### src/rtl/oflow_core_fsm_fe_dispatch_if.sv
// Signal bundle between the core top FSM / PE array and the feature-extraction set dispatcher.
interface oflow_core_fsm_fe_dispatch_if #(
    parameter int PE_NUM  = 24,
    parameter int SET_W   = 8,
    parameter int BBOX_W  = 11,
    parameter int FRAME_W = 16
);
    logic                start_pe;
    logic [SET_W-1:0]    num_of_sets;
    logic [BBOX_W-1:0]   remain_bboxes;
    logic                new_set;
    logic [FRAME_W-1:0]  frame_num;
    logic                done_registration;
    logic                done_score_calc;
    logic                abort;
    logic [PE_NUM-1:0]   done_fe_i;
    logic [PE_NUM-1:0]   start_fe_i;
    logic [PE_NUM-1:0]   active_mask;
    logic [SET_W-1:0]    counter_set_fe;
    logic                done_fe;
    logic                ready_new_set;
    logic                flg_sample_last_set;
    logic                frame_done;
    logic                busy;
    logic                timeout;
    logic [PE_NUM-1:0]   err_pe_mask;

    modport slave (
        input  start_pe, num_of_sets, remain_bboxes, new_set, frame_num,
               done_registration, done_score_calc, abort, done_fe_i,
        output start_fe_i, active_mask, counter_set_fe, done_fe, ready_new_set,
               flg_sample_last_set, frame_done, busy, timeout, err_pe_mask
    );

    modport master (
        output start_pe, num_of_sets, remain_bboxes, new_set, frame_num,
               done_registration, done_score_calc, abort, done_fe_i,
        input  start_fe_i, active_mask, counter_set_fe, done_fe, ready_new_set,
               flg_sample_last_set, frame_done, busy, timeout, err_pe_mask
    );
endinterface

### src/rtl/oflow_core_fsm_fe_dispatch.sv
// Splits a frame's bboxes into PE-sized sets, pulses per-PE starts and gathers per-PE dones.
// Optional hang watchdog in WAIT is enabled by defining OFLOW_FE_WATCHDOG_EN.
module oflow_core_fsm_fe_dispatch #(
    parameter int PE_NUM      = 24,
    parameter int SET_W       = 8,
    parameter int BBOX_W      = 11,
    parameter int FRAME_W     = 16,
    parameter int WDOG_CYCLES = 4096
) (
    input  logic                      clk,
    input  logic                      reset_N,
    oflow_core_fsm_fe_dispatch_if.slave bus
);
    typedef enum logic [1:0] {S_IDLE, S_DISPATCH, S_WAIT, S_GATE} state_t;

    state_t             state, state_d;
    logic [SET_W-1:0]   num_sets_q, num_sets_d, counter_q, counter_d;
    logic [PE_NUM-1:0]  active_q, active_d, sticky_q, sticky_d, start_q, start_d, set_mask;
    logic               gate_q, gate_d, done_fe_q, done_fe_d, ready_q, ready_d;
    logic               flg_q, flg_d, frame_done_q, frame_done_d, busy_q;
    logic               gate_event, last_set;

    // Which downstream completion releases the next set depends on first frame vs later frames.
    assign gate_event = (bus.frame_num == '0) ? bus.done_registration : bus.done_score_calc;
    assign last_set   = (counter_q == (num_sets_q - SET_W'(1)));

    always_comb begin
        for (int i = 0; i < PE_NUM; i++)
            set_mask[i] = last_set ? (32'(bus.remain_bboxes) > 32'(i)) : 1'b1;
    end

`ifdef OFLOW_FE_WATCHDOG_EN
    localparam int WDOG_W = $clog2(WDOG_CYCLES + 1);
    logic [WDOG_W-1:0]  wdog_q, wdog_d;
    logic               timeout_q, timeout_d;
    logic [PE_NUM-1:0]  err_q, err_d;
`endif

    always_comb begin
        state_d      = state;
        num_sets_d   = num_sets_q;
        counter_d    = counter_q;
        active_d     = active_q;
        sticky_d     = sticky_q;
        gate_d       = gate_q;
        flg_d        = flg_q;
        start_d      = '0;
        done_fe_d    = 1'b0;
        ready_d      = 1'b0;
        frame_done_d = 1'b0;
`ifdef OFLOW_FE_WATCHDOG_EN
        wdog_d       = wdog_q;
        timeout_d    = timeout_q;
        err_d        = err_q;
`endif
        case (state)
            S_IDLE: begin
                counter_d = '0;
                if (bus.start_pe) begin
                    if (bus.num_of_sets != '0) begin
                        num_sets_d = bus.num_of_sets;
                        flg_d      = 1'b0;
                        state_d    = S_DISPATCH;
`ifdef OFLOW_FE_WATCHDOG_EN
                        timeout_d  = 1'b0;
                        err_d      = '0;
`endif
                    end else begin
                        frame_done_d = 1'b1;
                    end
                end
            end
            S_DISPATCH: begin
                if (counter_q == '0 || bus.new_set) begin
                    active_d = set_mask;
                    sticky_d = '0;
                    start_d  = set_mask;
                    gate_d   = 1'b0;
                    state_d  = S_WAIT;
`ifdef OFLOW_FE_WATCHDOG_EN
                    wdog_d   = '0;
`endif
                end
            end
            S_WAIT: begin
                sticky_d = sticky_q | (bus.done_fe_i & active_q);
                gate_d   = gate_q | gate_event;
                if (sticky_d == active_q) begin
                    done_fe_d = 1'b1;
                    if (last_set) begin
                        frame_done_d = 1'b1;
                        flg_d        = 1'b1;
                        counter_d    = '0;
                        state_d      = S_IDLE;
                    end else begin
                        state_d = S_GATE;
                    end
                end
`ifdef OFLOW_FE_WATCHDOG_EN
                else if (wdog_q == WDOG_W'(WDOG_CYCLES - 1)) begin
                    timeout_d = 1'b1;
                    err_d     = active_q & ~sticky_d;
                    counter_d = '0;
                    state_d   = S_IDLE;
                end else begin
                    wdog_d = wdog_q + WDOG_W'(1);
                end
`endif
            end
            S_GATE: begin
                gate_d = gate_q | gate_event;
                if (counter_q == '0 || gate_q || gate_event) begin
                    if (counter_q < (num_sets_q - SET_W'(1)))
                        counter_d = counter_q + SET_W'(1);
                    ready_d = (32'(bus.remain_bboxes) >= 32'(PE_NUM));
                    state_d = S_DISPATCH;
                end
            end
            default: state_d = S_IDLE;
        endcase

        // Abort overrides everything decided above except the sticky watchdog error.
        if (bus.abort) begin
            state_d      = S_IDLE;
            counter_d    = '0;
            sticky_d     = '0;
            gate_d       = 1'b0;
            flg_d        = flg_q;
            start_d      = '0;
            done_fe_d    = 1'b0;
            ready_d      = 1'b0;
            frame_done_d = 1'b0;
`ifdef OFLOW_FE_WATCHDOG_EN
            timeout_d    = timeout_q;
            err_d        = err_q;
`endif
        end
    end

    always_ff @(posedge clk or negedge reset_N) begin
        if (!reset_N) state <= S_IDLE;
        else          state <= state_d;
    end

    always_ff @(posedge clk or negedge reset_N) begin
        if (!reset_N) begin
            num_sets_q   <= '0;
            counter_q    <= '0;
            active_q     <= '0;
            sticky_q     <= '0;
            start_q      <= '0;
            gate_q       <= 1'b0;
            done_fe_q    <= 1'b0;
            ready_q      <= 1'b0;
            flg_q        <= 1'b0;
            frame_done_q <= 1'b0;
            busy_q       <= 1'b0;
        end else begin
            num_sets_q   <= num_sets_d;
            counter_q    <= counter_d;
            active_q     <= active_d;
            sticky_q     <= sticky_d;
            start_q      <= start_d;
            gate_q       <= gate_d;
            done_fe_q    <= done_fe_d;
            ready_q      <= ready_d;
            flg_q        <= flg_d;
            frame_done_q <= frame_done_d;
            busy_q       <= (state_d != S_IDLE);
        end
    end

`ifdef OFLOW_FE_WATCHDOG_EN
    always_ff @(posedge clk or negedge reset_N) begin
        if (!reset_N) begin
            wdog_q    <= '0;
            timeout_q <= 1'b0;
            err_q     <= '0;
        end else begin
            wdog_q    <= wdog_d;
            timeout_q <= timeout_d;
            err_q     <= err_d;
        end
    end
    assign bus.timeout     = timeout_q;
    assign bus.err_pe_mask = err_q;
`else
    assign bus.timeout     = 1'b0;
    assign bus.err_pe_mask = '0;
`endif

    assign bus.start_fe_i          = start_q;
    assign bus.active_mask         = active_q;
    assign bus.counter_set_fe      = counter_q;
    assign bus.done_fe             = done_fe_q;
    assign bus.ready_new_set       = ready_q;
    assign bus.flg_sample_last_set = flg_q;
    assign bus.frame_done          = frame_done_q;
    assign bus.busy                = busy_q;
endmodule

### src/flat_wrapper.sv
// flat-port wrapper written by rule: the top's interface ports become plain ports
module oflow_core_fsm_fe_dispatch_flat 
#(
    parameter int PE_NUM      = 24,
    parameter int SET_W       = 8,
    parameter int BBOX_W      = 11,
    parameter int FRAME_W     = 16,
    parameter int WDOG_CYCLES = 4096
)
  (clk, reset_N, bus_start_pe, bus_num_of_sets, bus_remain_bboxes, bus_new_set, bus_frame_num, bus_done_registration, bus_done_score_calc, bus_abort, bus_done_fe_i, bus_start_fe_i, bus_active_mask, bus_counter_set_fe, bus_done_fe, bus_ready_new_set, bus_flg_sample_last_set, bus_frame_done, bus_busy, bus_timeout, bus_err_pe_mask);
  oflow_core_fsm_fe_dispatch_if #(.PE_NUM(PE_NUM), .SET_W(SET_W), .BBOX_W(BBOX_W), .FRAME_W(FRAME_W)) bus_i ();
  input  logic clk;
  input  logic reset_N;
  input wire logic [$bits(bus_i.start_pe)-1:0] bus_start_pe;
  input wire logic [$bits(bus_i.num_of_sets)-1:0] bus_num_of_sets;
  input wire logic [$bits(bus_i.remain_bboxes)-1:0] bus_remain_bboxes;
  input wire logic [$bits(bus_i.new_set)-1:0] bus_new_set;
  input wire logic [$bits(bus_i.frame_num)-1:0] bus_frame_num;
  input wire logic [$bits(bus_i.done_registration)-1:0] bus_done_registration;
  input wire logic [$bits(bus_i.done_score_calc)-1:0] bus_done_score_calc;
  input wire logic [$bits(bus_i.abort)-1:0] bus_abort;
  input wire logic [$bits(bus_i.done_fe_i)-1:0] bus_done_fe_i;
  output wire logic [$bits(bus_i.start_fe_i)-1:0] bus_start_fe_i;
  output wire logic [$bits(bus_i.active_mask)-1:0] bus_active_mask;
  output wire logic [$bits(bus_i.counter_set_fe)-1:0] bus_counter_set_fe;
  output wire logic [$bits(bus_i.done_fe)-1:0] bus_done_fe;
  output wire logic [$bits(bus_i.ready_new_set)-1:0] bus_ready_new_set;
  output wire logic [$bits(bus_i.flg_sample_last_set)-1:0] bus_flg_sample_last_set;
  output wire logic [$bits(bus_i.frame_done)-1:0] bus_frame_done;
  output wire logic [$bits(bus_i.busy)-1:0] bus_busy;
  output wire logic [$bits(bus_i.timeout)-1:0] bus_timeout;
  output wire logic [$bits(bus_i.err_pe_mask)-1:0] bus_err_pe_mask;
  assign bus_i.start_pe = bus_start_pe;
  assign bus_i.num_of_sets = bus_num_of_sets;
  assign bus_i.remain_bboxes = bus_remain_bboxes;
  assign bus_i.new_set = bus_new_set;
  assign bus_i.frame_num = bus_frame_num;
  assign bus_i.done_registration = bus_done_registration;
  assign bus_i.done_score_calc = bus_done_score_calc;
  assign bus_i.abort = bus_abort;
  assign bus_i.done_fe_i = bus_done_fe_i;
  assign bus_start_fe_i = bus_i.start_fe_i;
  assign bus_active_mask = bus_i.active_mask;
  assign bus_counter_set_fe = bus_i.counter_set_fe;
  assign bus_done_fe = bus_i.done_fe;
  assign bus_ready_new_set = bus_i.ready_new_set;
  assign bus_flg_sample_last_set = bus_i.flg_sample_last_set;
  assign bus_frame_done = bus_i.frame_done;
  assign bus_busy = bus_i.busy;
  assign bus_timeout = bus_i.timeout;
  assign bus_err_pe_mask = bus_i.err_pe_mask;
  oflow_core_fsm_fe_dispatch #(.PE_NUM(PE_NUM), .SET_W(SET_W), .BBOX_W(BBOX_W), .FRAME_W(FRAME_W), .WDOG_CYCLES(WDOG_CYCLES)) u_core (.clk(clk), .reset_N(reset_N), .bus(bus_i));
endmodule
### config.mk
export PLATFORM = sky130hd
export DESIGN_NAME = oflow_core_fsm_fe_dispatch_flat
export DESIGN_NICKNAME = d
export VERILOG_FILES = /design/src/rtl/oflow_core_fsm_fe_dispatch_if.sv /design/src/rtl/oflow_core_fsm_fe_dispatch.sv /design/src/flat_wrapper.sv
export SDC_FILE = /design/constraint.sdc
export NUM_CORES = 1
export LEC_CHECK = 0
export ABC_AREA = 1
export CORE_MARGIN = 5
export CORE_UTILIZATION = 51
export CTS_CLUSTER_DIAMETER = 60
export DETAILED_ROUTE_END_ITERATION = 16
export PLACE_DENSITY = 0.86
export SYNTH_ARGS = -nofsm -noshare
export SYNTH_HDL_FRONTEND = slang
export SYNTH_SLANG_ARGS = --single-unit
### constraint.sdc
create_clock -name clk -period 7.12 [get_ports clk]
set_input_delay 0.712 -clock clk [delete_from_list [all_inputs] [get_ports clk]]
set_output_delay 0.712 -clock clk [all_outputs]
set_load 0.02 [all_outputs]
==> run summary, run 1 <==
Update from the flow run.

The floorplan die width is 110 um. The warning tally printed by Yosys for this design is 0. The synthesized area is 5060 um2.

The maximum fanout count along the critical path is 14. The post-CTS resize count is 0. The cell family contributing the most delay on the critical path is simple AND/OR/NAND/NOR gates. The worst setup path is of the reg -> reg kind. After synthesis, the share of flip-flops with an asynchronous set or reset is 100%. Traced cell by cell, the critical path runs through inv_1 > ha_1 > nand2_1 > nor3_1 > xor2_1 > inv_1 > ha_1 > nand2_1 > inv_1 > nand3_1 > or2_2 > clkinv_1 > nand2_1 > o21ai_0 > o21ai_0.

The dominant power group in this design is combinational cells. The via count of the first global-routing pass came to 4,739. The detailed router's first-iteration violation count is 302. The pin count of the biggest net entering global routing is 65. Derived from the worst setup path, the maximum achievable clock frequency is 0.330 GHz.

The area of the synthesized netlist per yosys stat is 5060 um2. The setup slack after placement is 4.14 ns. The path class of the tightest hold or removal check is in -> async.

Across the routed clock network, the largest skew measured is 0.0139 ns. The highest ir drop seen on vdd is 0.142 mV. The number of hold buffers added after CTS was 0.

The most common cell in the synthesized netlist is nand2_1. The post-detailed-route via-to-cell ratio is 5.17. The power report attributes to the combinational group a share of 48.2%. The filler-free cell count of the finished design is 914. The flow ran to the end, and the final reports show no timing, DRC or antenna violations. Clock tree synthesis selected as its root buffer the cell clkbuf_8. In the placement report, post-DP HPWL is listed as 10,600 um.

The total overflow left after global routing is 0. The fraction of the cycle the final worst path needs is 42.5%. The areal power density over the cells is 346 nW/um2.

The mean area per synthesized cell is 7.76 um2. The fraction of the yosys area taken by sequential cells is 47.5%. Per the CTS log, the maximum H-tree level is 3.

Between the synthesized netlist and the finished layout, the area growth was recorded as 28.7%. Per the cell usage report, the commonest logic cells after layout are nand2_1, clkdlybuf4s50_1, dfrtp_1, nor2_1, inv_1. The global-route wire length before repair is 21,800 um. The switching power is 0.000978 W. The dominant non-sequential cell family after synthesis is simple AND/OR/NAND/NOR gates. The yosys cell count is 652. After layout, the worst setup slack is 4.09 ns. The skew report gives the latency at the later pin of the worst-skew pair as 0.36 ns. The commonest cells after synthesis are nand2_1, dfrtp_1, nor2_1.

For this design the top-level I/O count stands at 152. The number of violations of the max-capacitance limit is 0. For this run, the slowest stage of the critical path takes 0.42 ns. The floorplan has 36 rows.

The iteration count of the initial detailed-routing pass is 5. The commonest register cell is dfrtp_1. The sink count of the clock tree is 96. The logs give a warning total of 27. During placement, the flow inserted port buffers numbering 126. After routing the design area is 6510 um2.

The area of the die is 12,000 um2. Hold is met by 0.269 ns. The core region is 9730 um2. The CTS report gives the tree buffer count as 9.

The number of antenna diodes in the final layout is 0. The leakage power of the design is 3.10 nW. STA classifies the critical path endpoint as a flop. The y dimension of the die is 110 um. The area fraction in full adders, half adders and majority gates is 2.72%. Looking at the critical path, the single cell with the biggest stage delay is or2_2. The post-detailed-route wirelength per cell is 14.8 um. The power attributed to the clock group is 0.000323 W. The required time reported for the critical path endpoint is 7.35 ns.

In the synthesized netlist, the number of instances is 652. The reported sequential group power is 0.000842 W. The worst-case reg-to-reg setup slack stands at 4.09 ns.

Data on the critical path arrives at its endpoint at 3.26 ns. The switching share of power is 43.5%. The worst path in the final design needs a cycle of 3.03 ns, including I/O delays and setup. The relative slew slack is 45.6%. The actual slew at the worst max-slew pin is 0.814 ns. The aggregate negative setup slack is 0 ns.
run 1: worst paths after layout:
kind                                                       start                                       end  cells after the start
worst max-delay path            u_core.num_sets_q[0]$_DFFE_PN0P_     u_core.bus.active_mask[0]$_DFFE_PN0P_                     15
min in group clk                u_core.num_sets_q[0]$_DFFE_PN0P_          u_core.num_sets_q[0]$_DFFE_PN0P_                      2
worst max register to register  u_core.num_sets_q[0]$_DFFE_PN0P_     u_core.bus.active_mask[0]$_DFFE_PN0P_                     15
worst min register to register  u_core.num_sets_q[0]$_DFFE_PN0P_          u_core.num_sets_q[0]$_DFFE_PN0P_                      2
worst min-delay path                                     reset_N           u_core.sticky_q[22]$_DFFE_PN0P_                      1
max in group asynchronous                                reset_N  u_core.bus.counter_set_fe[1]$_DFFE_PN0P_                      2
run 1: sequential cells by signal (all words and copies together), names as in the netlist:
register and count:
u_core.bus.flg_sample_last_set 1, u_core.bus.done_fe 1, u_core.bus.active_mask 24, u_core.bus.busy 1, u_core.gate_q 1, u_core.sticky_q 24
u_core.bus.start_fe_i 24, u_core.bus.frame_done 1, u_core.num_sets_q 8, u_core.bus.counter_set_fe 8, u_core.state 2, u_core.bus.ready_new_set 1
run 1: metal layers:
layer	share of wire (%)	vias up	global-route usage, %
li1	-	2288	-
met1	39	2194	27.7
met2	51	214	41.4
met3	7.8	26	4.35
met4	2.3	0	8.19
met5	0	-	0
run 1: layout make-up:
type                            instances  area, um2
Clock buffer                           12        145
Multi-Input combinational cell        465       2210
Timing Repair Buffer                  128       1270
Inverter                               76        288
Fill cell                             826       3220
Tap cell                              133        166
Sequential cell                        96       2400
Clock inverter                          4       30.0
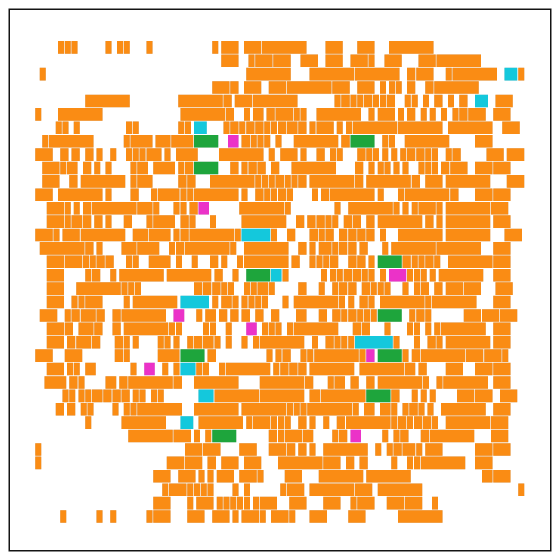
(run_1/sizes.png)
Key: magenta = _2 cells [cells 8]; cyan = _3 and _4 cells [cells 10]; green = _6 and larger [cells 10]; orange = _0 and _1 cells [cells 753]

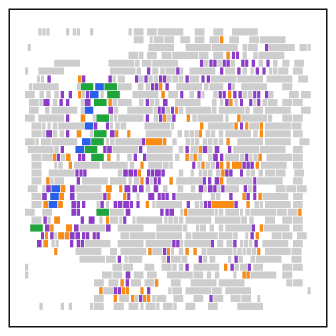
(run_1/logic_types.png)
Key: blue = XOR/XNOR gates [cells 9, most used xor2_1]; purple = NAND gates [cells 195, most used nand2_1]; orange = NOR gates [cells 90, most used nor2_1]; green = adder and majority cells [cells 11, most used ha_1]

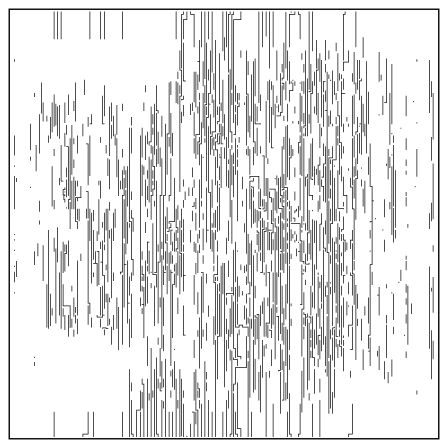
(run_1/layer_met2.png)
704 nets have wire on it. The wires run mostly vertical. The longest straight run is 46.2 um.
total wire length: 13,500 um
via count of the routed design: 4,722
GR met2 Demand/Resource: 41.4%

==> run_1/clocks.png <==
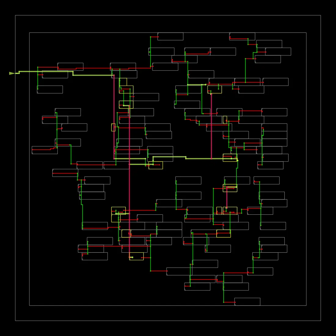

==> run 1 -> run 2 <==
Settings changed: CORE_UTILIZATION 51 to 43, PLACE_DENSITY 0.86 to 0.77.
Clock period 7.12 ns to 2.5 ns, I/O delays scaled along.
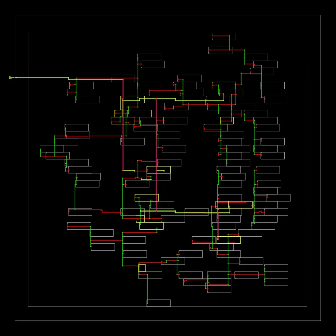
(run_2/clocks.png)
final clock skew: 0.0108 ns
Clock Sinks: 96
registers: 96

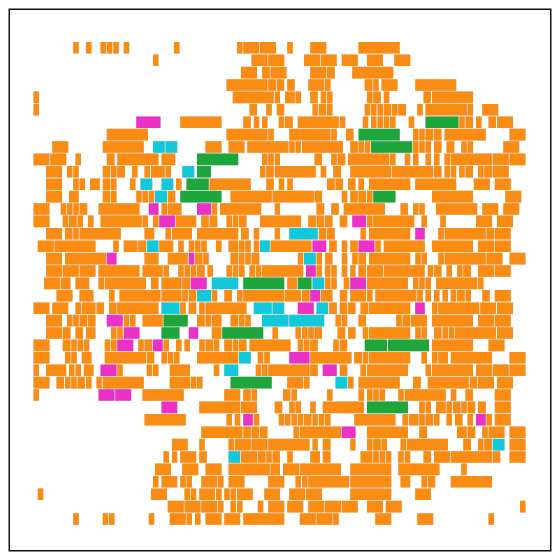
(run_2/sizes.png)
Key: magenta = _2 cells [cells 30]; green = _6 and larger [cells 17]; cyan = _3 and _4 cells [cells 24]; orange = _0 and _1 cells [cells 724]
area added between synthesis and finish: 36.6%
summed area of non-filler cells in the final layout: 6910 um2
least setup slack across all paths after layout: -0.0638 ns

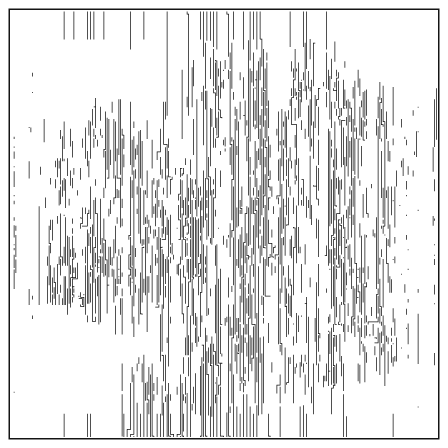
(run_2/layer_met2.png)
The wires run mostly vertical. The longest straight run is 59.5 um.

==> run 2 against run 1 <==
Core utilization decreased by 6.7 points. Highest routed layer is now met5. The run now ends with negative setup slack left. Count of clock-buffer cells in the layout is the same. Synthesized cell count stayed put. Final cell count grew 2.6%. Global-route usage decreased by 3.1 points.
==> run summary, run 2 <==
Update from the flow run.

The fraction of the core area occupied by cells at floorplan was 44.1% (was 52.0%). The setup slack of the most critical reg-to-reg path is -0.06 ns (was 4.09 ns). The filler-free cell count of the finished design came to 938 (was 914). The post-route core utilization came to 60.3% (was 66.9%). Top cells by count: nand2_1, dfrtp_1, nor2_1 (unchanged). The antenna diode count is 0 (unchanged). The worst hold margin is 0.492 ns (was 0.269 ns). The count of cells along the worst register-to-register path is 15 (unchanged). The count of boundary I/O pins was 152 (unchanged). The leakage power of the design is 3.25 nW (was 3.10 nW). The capturing element type of the critical path is a flop (unchanged). The fraction of the yosys area taken by sequential cells came to 47.5% (unchanged). The critical path's top delay family is simple AND/OR/NAND/NOR gates (unchanged). The mean area per synthesized cell is 7.76 um2 (unchanged).

The final HPWL from detailed placement is 10,800 um (was 10,600 um). The async set-reset flop share out of synthesis is 100% (unchanged). The highest layer used for signal routing is met5 (was met4). The relative slew slack is 40.0% (was 45.6%). The most numerous cell in the Yosys netlist is nand2_1 (unchanged).

The highest ir drop seen on vdd is 0.625 mV (was 0.142 mV). The gate count of the mapped netlist is 652 (unchanged). The floorplan die width was 118 um (was 110 um).

The fraction of the cycle the final worst path needs is 103% (was 42.5%). The area fraction of the dominant cell type after synthesis is 47.5% (unchanged). The maximum fanout count along the critical path was 6 (was 14). The met2 routing resource usage after global routing is 35.7% (was 41.4%).

The library cell contributing the largest single delay on the critical path is dfrtp_1 (was or2_2). The hold buffer count at CTS is 1 (was 0). The arrival time of data at the critical path endpoint is 2.77 ns (was 3.26 ns). The synthesized area is 5060 um2 (unchanged). The maximum frequency from static timing analysis is 0.390 GHz (was 0.330 GHz). Unrepaired setup endpoints after global routing: yes (was no). The OpenROAD warning count came to 29 (was 27).

The clock root buffer was clkbuf_16 (was clkbuf_8). The number of buffers created by CTS is 9 (unchanged). The beginning of the worst register-to-register path is u_core.num_sets_q[0]$_DFFE_PN0P_ (unchanged). The y dimension of the die came to 118 um (was 110 um).

The met1 demand-to-capacity share in global routing is 23.9% (was 27.7%). The setup slack after placement came to -0.260 ns (was 4.14 ns). The maximum level of the CTS H-tree is 3 (unchanged). The end of the worst register-to-register path is u_core.bus.active_mask[8]$_DFFE_PN0P_ (was u_core.bus.active_mask[0]$_DFFE_PN0P_). Cell breakdown of the critical path: inv_1 > ha_2 > nand2_2 > nor3_2 > xor2_1 > inv_1 > ha_1 > nand2_1 > inv_2 > nand3_2 > or2_4 > inv_6 > nand2_2 > o211ai_1 > o21ai_1 (was inv_1 > ha_1 > nand2_1 > nor3_1 > xor2_1 > inv_1 > ha_1 > nand2_1 > inv_1 > nand3_1 > or2_2 > clkinv_1 > nand2_1 > o21ai_0 > o21ai_0). The most frequently used flop master after synthesis is dfrtp_1 (unchanged).

The global-route congestion overflow total is 0 (unchanged). The area of the synthesized netlist per yosys stat is 5060 um2 (unchanged). The detailed-routed wire length on met2 is 7500 um (was 6920 um). The total of endpoints with negative setup slack in the final report came to 21 (was 0). The post-CTS resize count was 4 (was 0). The via count of the first global-routing pass is 4,747 (was 4,739). The pin count of the biggest net entering global routing is 53 (was 65). The kind of critical path is reg -> reg (unchanged). Cell area leaders: dfrtp_1, nand2_1, o21ai_0, nor2_1, inv_1 (unchanged). The core region area came to 11,500 um2 (was 9730 um2). The critical path's largest stage delay came to 0.39 ns (was 0.42 ns). The aggregate negative setup slack is -0.371 ns (was 0 ns). The detailed-route wire length is 14,500 um (was 13,500 um). Top cells excl fill/tap: nand2_1, clkdlybuf4s50_1, dfrtp_1, nor2_1, inv_1 (unchanged). The iteration count of the initial detailed-routing pass is 5 (unchanged). The number of I/O port buffers came to 126 (unchanged). The final reports fail on negative setup slack.

The worst min-delay path category is in -> async (unchanged). The required time reported for the critical path endpoint is 2.71 ns (was 7.35 ns). The post-detailed-route via-to-cell ratio came to 5.16 (was 5.17). The global-route met3 utilization is 5.16% (was 4.35%). The actual slew at the worst max-slew pin is 0.899 ns (was 0.814 ns). The final worst setup slack is -0.0638 ns (was 4.09 ns). The post-detailed-route wirelength per cell was 15.4 um (was 14.8 um). Outcome: finished, violations left (was complete, no violations).

The final critical path time including I/O delays and setup is 2.56 ns (was 3.03 ns). The yosys cell count came to 652 (unchanged). The yosys warning tally was 0 (unchanged).

The most common cell after layout, fill and taps aside is nand2_1 (unchanged). The clock latency of the later-clocked register in the worst-skew pair is 0.34 ns (was 0.36 ns). The layer with the highest usage after global routing was met2 (unchanged).

The met3 wirelength from detailed routing is 894 um (was 1060 um). The post-route met1 wirelength is 5810 um (was 5250 um). The number of violations of the max-capacitance limit is 0 (unchanged).

The detailed router's first-iteration violation count was 422 (was 302). The cell row count came to 39 (was 36). The via count of the routed design is 4,836 (was 4,722). The global-route wire length before repair is 23,000 um (was 21,800 um). The area of the die is 14,000 um2 (was 12,000 um2). The areal power density over the cells is 1030 nW/um2 (was 346 nW/um2). The overall power of the completed layout is 0.00713 W (was 0.00225 W).
-- run 2: worst max path at each step --
stage | from | slack (ns) | cells after the start | end
2_1_floorplan | u_core.num_sets_q[0]$_DFFE_PN0P_ | 0.0006 | 17 | u_core.bus.counter_set_fe[2]$_DFFE_PN0P_
5_1_grt | u_core.num_sets_q[0]$_DFFE_PN0P_ | -0.24 | 15 | u_core.bus.active_mask[8]$_DFFE_PN0P_
6_report | u_core.num_sets_q[0]$_DFFE_PN0P_ | -0.06 | 15 | u_core.bus.active_mask[8]$_DFFE_PN0P_
3_3_place_gp | u_core.num_sets_q[0]$_DFFE_PN0P_ | -0.09 | 15 | u_core.bus.active_mask[9]$_DFFE_PN0P_
3_5_place_dp | u_core.num_sets_q[0]$_DFFE_PN0P_ | -0.26 | 15 | u_core.bus.active_mask[9]$_DFFE_PN0P_
4_1_cts | u_core.num_sets_q[0]$_DFFE_PN0P_ | -0.01 | 16 | u_core.bus.active_mask[7]$_DFFE_PN0P_
-- run 2: final cells by class --
| type | count | area (um2) |
|---|---|---|
| inverter | 76 | 293 |
| tap | 143 | 179 |
| sequential | 96 | 2400 |
| fill | 980 | 4560 |
| clock inverter | 3 | 25.0 |
| multi-input combinational | 465 | 2330 |
| timing repair buffer | 143 | 1410 |
| clock buffer | 12 | 267 |
-- run 2: where the power goes --
part / switching (W) / internal, W
clock network: 0.000568 / 0.000756
registers: 0.000418 / 0.00201
logic: 0.00199 / 0.00138
total: 0.00298 / 0.00414
-- run 2: kinds of logic after synthesis --
family          count (synthesis)  share of synthesized area (%)
fa+ha+maj                      11                           2.72
buf+inv                       115                           10.7
flops                          96                           47.5
simple gates                  293                           24.4
other cells                     1                         0.0741
xor+xnor                        9                           1.56
compound gates                127                           13.0
==> run 2 -> run 3 <==
Settings changed: GPL_ROUTABILITY_DRIVEN set to 0.
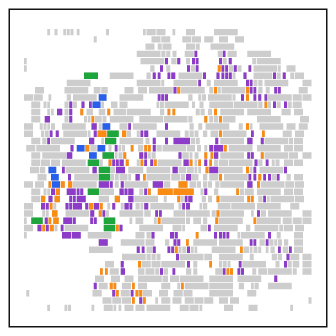
(run_3/logic_types.png)
Key: blue = XOR/XNOR gates [cells 9, most used xor2_1, where west]; purple = NAND gates [cells 195, most used nand2_1]; green = adder and majority cells [cells 11, most used ha_1]; orange = NOR gates [cells 90, most used nor2_1]
Final Non-Filler Cells: 938
combinational share of cell area: 33.7%

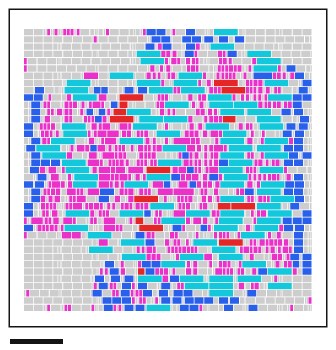
(run_3/placement_by_type.png)
Bar = 20 um. Fill, decap, tap and diode cells in gray.
Key: red = clock drivers and dummy loads [cells 15, share of their area 4.3%]; cyan = flops [cells 96, share of their area 36%]; blue = other buffers and delay cells [cells 143, share of their area 21%]; magenta = combinational and other logic [cells 541, share of their area 39%]

==> run 3 against run 2 <==
The run still ends with negative setup slack left. Combinational power is essentially flat. Non-clock buffer count unchanged. Cell area did not move. Clock skew unchanged. Via count stayed put. Critical endpoint unchanged. Largest cell class unchanged. Highest routed layer unchanged.
==> run summary, run 3 <==
Update from the flow run.

Outcome: finished, violations left (unchanged). Violated checks: negative setup slack (unchanged). Unrepaired setup endpoints after global routing: yes (unchanged). The mean area per synthesized cell is 7.76 um2 (unchanged). The gate count of the mapped netlist is 652 (unchanged). The async set-reset flop share out of synthesis is 100% (unchanged). The arrival time of data at the critical path endpoint is 2.77 ns (about the same).

The fraction of the yosys area taken by sequential cells is 47.5% (unchanged). The capturing element type of the critical path is a flop (unchanged). The detailed-routed wire length on met2 was 7500 um (unchanged).

The detailed-route wire length is 14,500 um (unchanged). The detailed router's first-iteration violation count is 422 (unchanged). Top cells excl fill/tap: nand2_1, clkdlybuf4s50_1, dfrtp_1, nor2_1, inv_1 (unchanged).

The critical path's largest stage delay is 0.39 ns (about the same). The combinational power share is 47.4% (about the same). The number of violations of the max-capacitance limit was 0 (unchanged). The cell taking the most area after synthesis is dfrtp_1 (unchanged).

The overall power of the completed layout was 0.00713 W (unchanged). The internal power is 0.00414 W (unchanged). The actual slew at the worst max-slew pin is 0.899 ns (unchanged). The worst-case clock skew is 0.0108 ns (unchanged). The beginning of the worst register-to-register path was u_core.num_sets_q[0]$_DFFE_PN0P_ (unchanged). The final worst setup slack was -0.0638 ns (unchanged). The global-route congestion overflow total was 0 (unchanged). The setup slack of the most critical reg-to-reg path was -0.06 ns (about the same). The post-synthesis to final-layout area growth is 36.6% (unchanged). The yosys cell count is 652 (unchanged). The post-route met1 wirelength is 5810 um (unchanged). The highest layer used for signal routing is met5 (unchanged). The number of I/O port buffers is 126 (unchanged). The final HPWL from detailed placement came to 10,800 um (unchanged). The area of the die is 14,000 um2 (unchanged). The highest-power group is combinational cells (unchanged). The number of buffers created by CTS came to 9 (unchanged). The synthesized area is 5060 um2 (unchanged). Cell area leaders: dfrtp_1, nand2_1, o21ai_0, nor2_1, inv_1 (unchanged).

The total of endpoints with negative setup slack in the final report was 21 (unchanged). The via count of the first global-routing pass is 4,747 (unchanged). The post-CTS resize count is 4 (unchanged). The reported sequential group power is 0.00243 W (about the same). The most frequently used flop master after synthesis is dfrtp_1 (unchanged). The core region area came to 11,500 um2 (unchanged). The switching share of power is 41.8% (unchanged). The clock root buffer is clkbuf_16 (unchanged).

The power attributed to the clock group was 0.00132 W (about the same). The library cell contributing the largest single delay on the critical path is dfrtp_1 (unchanged). The count of boundary I/O pins is 152 (unchanged).

The global-route wire length before repair is 23,000 um (unchanged). The most numerous cell in the Yosys netlist is nand2_1 (unchanged). The y dimension of the die is 118 um (unchanged).

The area of the synthesized netlist per yosys stat came to 5060 um2 (unchanged). The via count of the routed design is 4,836 (unchanged). The fraction of the core area occupied by cells at floorplan was 44.1% (unchanged).

The final critical path time including I/O delays and setup came to 2.56 ns (unchanged). The post-detailed-route via-to-cell ratio is 5.16 (unchanged). Top cells by count: nand2_1, dfrtp_1, nor2_1 (unchanged). The post-route standard cell area excluding fillers is 6910 um2 (unchanged). The post-detailed-route wirelength per cell is 15.4 um (unchanged).

The yosys warning tally is 0 (unchanged). The area fraction of the dominant cell type after synthesis is 47.5% (unchanged). The sink count of the clock tree is 96 (unchanged). The switching power was 0.00298 W (unchanged). The met3 wirelength from detailed routing is 894 um (unchanged). The portion of total power attributed to the clock network is 18.6% (about the same). The kind of critical path is reg -> reg (unchanged). The pin count of the biggest net entering global routing came to 53 (unchanged). The post-route core utilization was 60.3% (unchanged).

The areal power density over the cells is 1030 nW/um2 (unchanged). The end of the worst register-to-register path is u_core.bus.active_mask[8]$_DFFE_PN0P_ (unchanged). The maximum frequency from static timing analysis was 0.390 GHz (unchanged). The relative slew slack was 40.0% (unchanged). The OpenROAD warning count was 29 (unchanged). The clock latency of the later-clocked register in the worst-skew pair came to 0.34 ns (about the same). The cell row count is 39 (unchanged). The count of cells along the worst register-to-register path was 15 (unchanged). Cell breakdown of the critical path: inv_1 > ha_2 > nand2_2 > nor3_2 > xor2_1 > inv_1 > ha_1 > nand2_1 > inv_2 > nand3_2 > or2_4 > inv_6 > nand2_2 > o211ai_1 > o21ai_1 (unchanged).

The sequential share of power is 34.0% (about the same). The floorplan die width was 118 um (unchanged). The hold buffer count at CTS is 1 (unchanged). The required time reported for the critical path endpoint is 2.71 ns (about the same). The worst hold margin was 0.492 ns (unchanged). The most common cell after layout, fill and taps aside is nand2_1 (unchanged). The iteration count of the initial detailed-routing pass is 5 (unchanged). The combinational power came to 0.00338 W (about the same).

The critical path's top delay family is simple AND/OR/NAND/NOR gates (unchanged). The highest ir drop seen on vdd is 0.625 mV (unchanged). The maximum level of the CTS H-tree is 3 (unchanged). The fraction of the cycle the final worst path needs came to 103% (unchanged).

The antenna diode count is 0 (unchanged). The maximum fanout count along the critical path is 6 (unchanged).
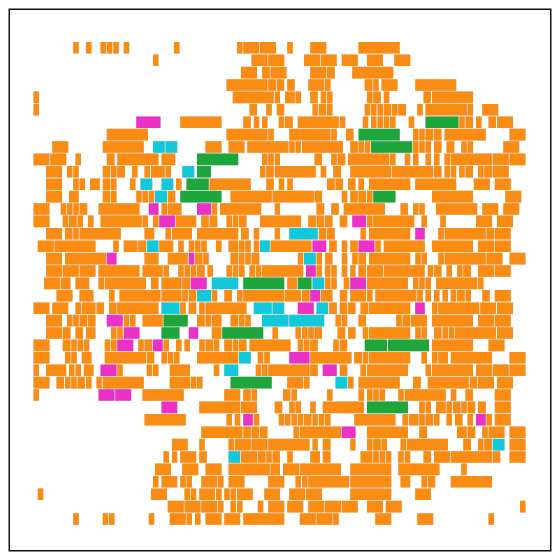
(run_3/sizes.png)
count of non-CTS buffers in the layout: 143

==> run 3: cell counts after synthesis <==
Identical to the previous run, type by type.
==> run 3: per-layer routing <==
layer | up-vias | GRT usage, %
met5 | - | 0
met4 | 2 | 5.39
met3 | 19 | 5.16
met2 | 178 | 35.7
met1 | 2317 | 23.9
li1 | 2320 | -
==> run 3: layout make-up <==
type                    count  area, um2
inverters                  76        293
well taps                 143        179
fillers                   980       4560
clock buffers              12        267
clock inverters             3       25.0
flip-flops and latches     96       2400
repair buffers            143       1410
multi-input cells         465       2330
==> run 3: worst max path at each step <==
stage / start / to
after floorplan: u_core.num_sets_q[0]$_DFFE_PN0P_ / u_core.bus.counter_set_fe[2]$_DFFE_PN0P_
after global placement: u_core.num_sets_q[0]$_DFFE_PN0P_ / u_core.bus.active_mask[9]$_DFFE_PN0P_
after detailed placement: u_core.num_sets_q[0]$_DFFE_PN0P_ / u_core.bus.active_mask[9]$_DFFE_PN0P_
after CTS: u_core.num_sets_q[0]$_DFFE_PN0P_ / u_core.bus.active_mask[7]$_DFFE_PN0P_
after global routing: u_core.num_sets_q[0]$_DFFE_PN0P_ / u_core.bus.active_mask[8]$_DFFE_PN0P_
final: u_core.num_sets_q[0]$_DFFE_PN0P_ / u_core.bus.active_mask[8]$_DFFE_PN0P_
==> run 3: kinds of logic (layout without fill, tap and decap cells) <==
logic type / after synthesis / in the layout / synth area share (%)
AND/OR/NAND/NOR: 293 / 293 / 24.4
AND-OR/OR-AND: 127 / 127 / 13.0
buffers and inverters: 115 / 234 / 10.7
flip-flops: 96 / 96 / 47.5
adder cells (fa/ha/maj): 11 / 11 / 2.72
XOR/XNOR: 9 / 9 / 1.56
other: 1 / 25 / 0.0741
Power is estimated from default activity; no workload was simulated.
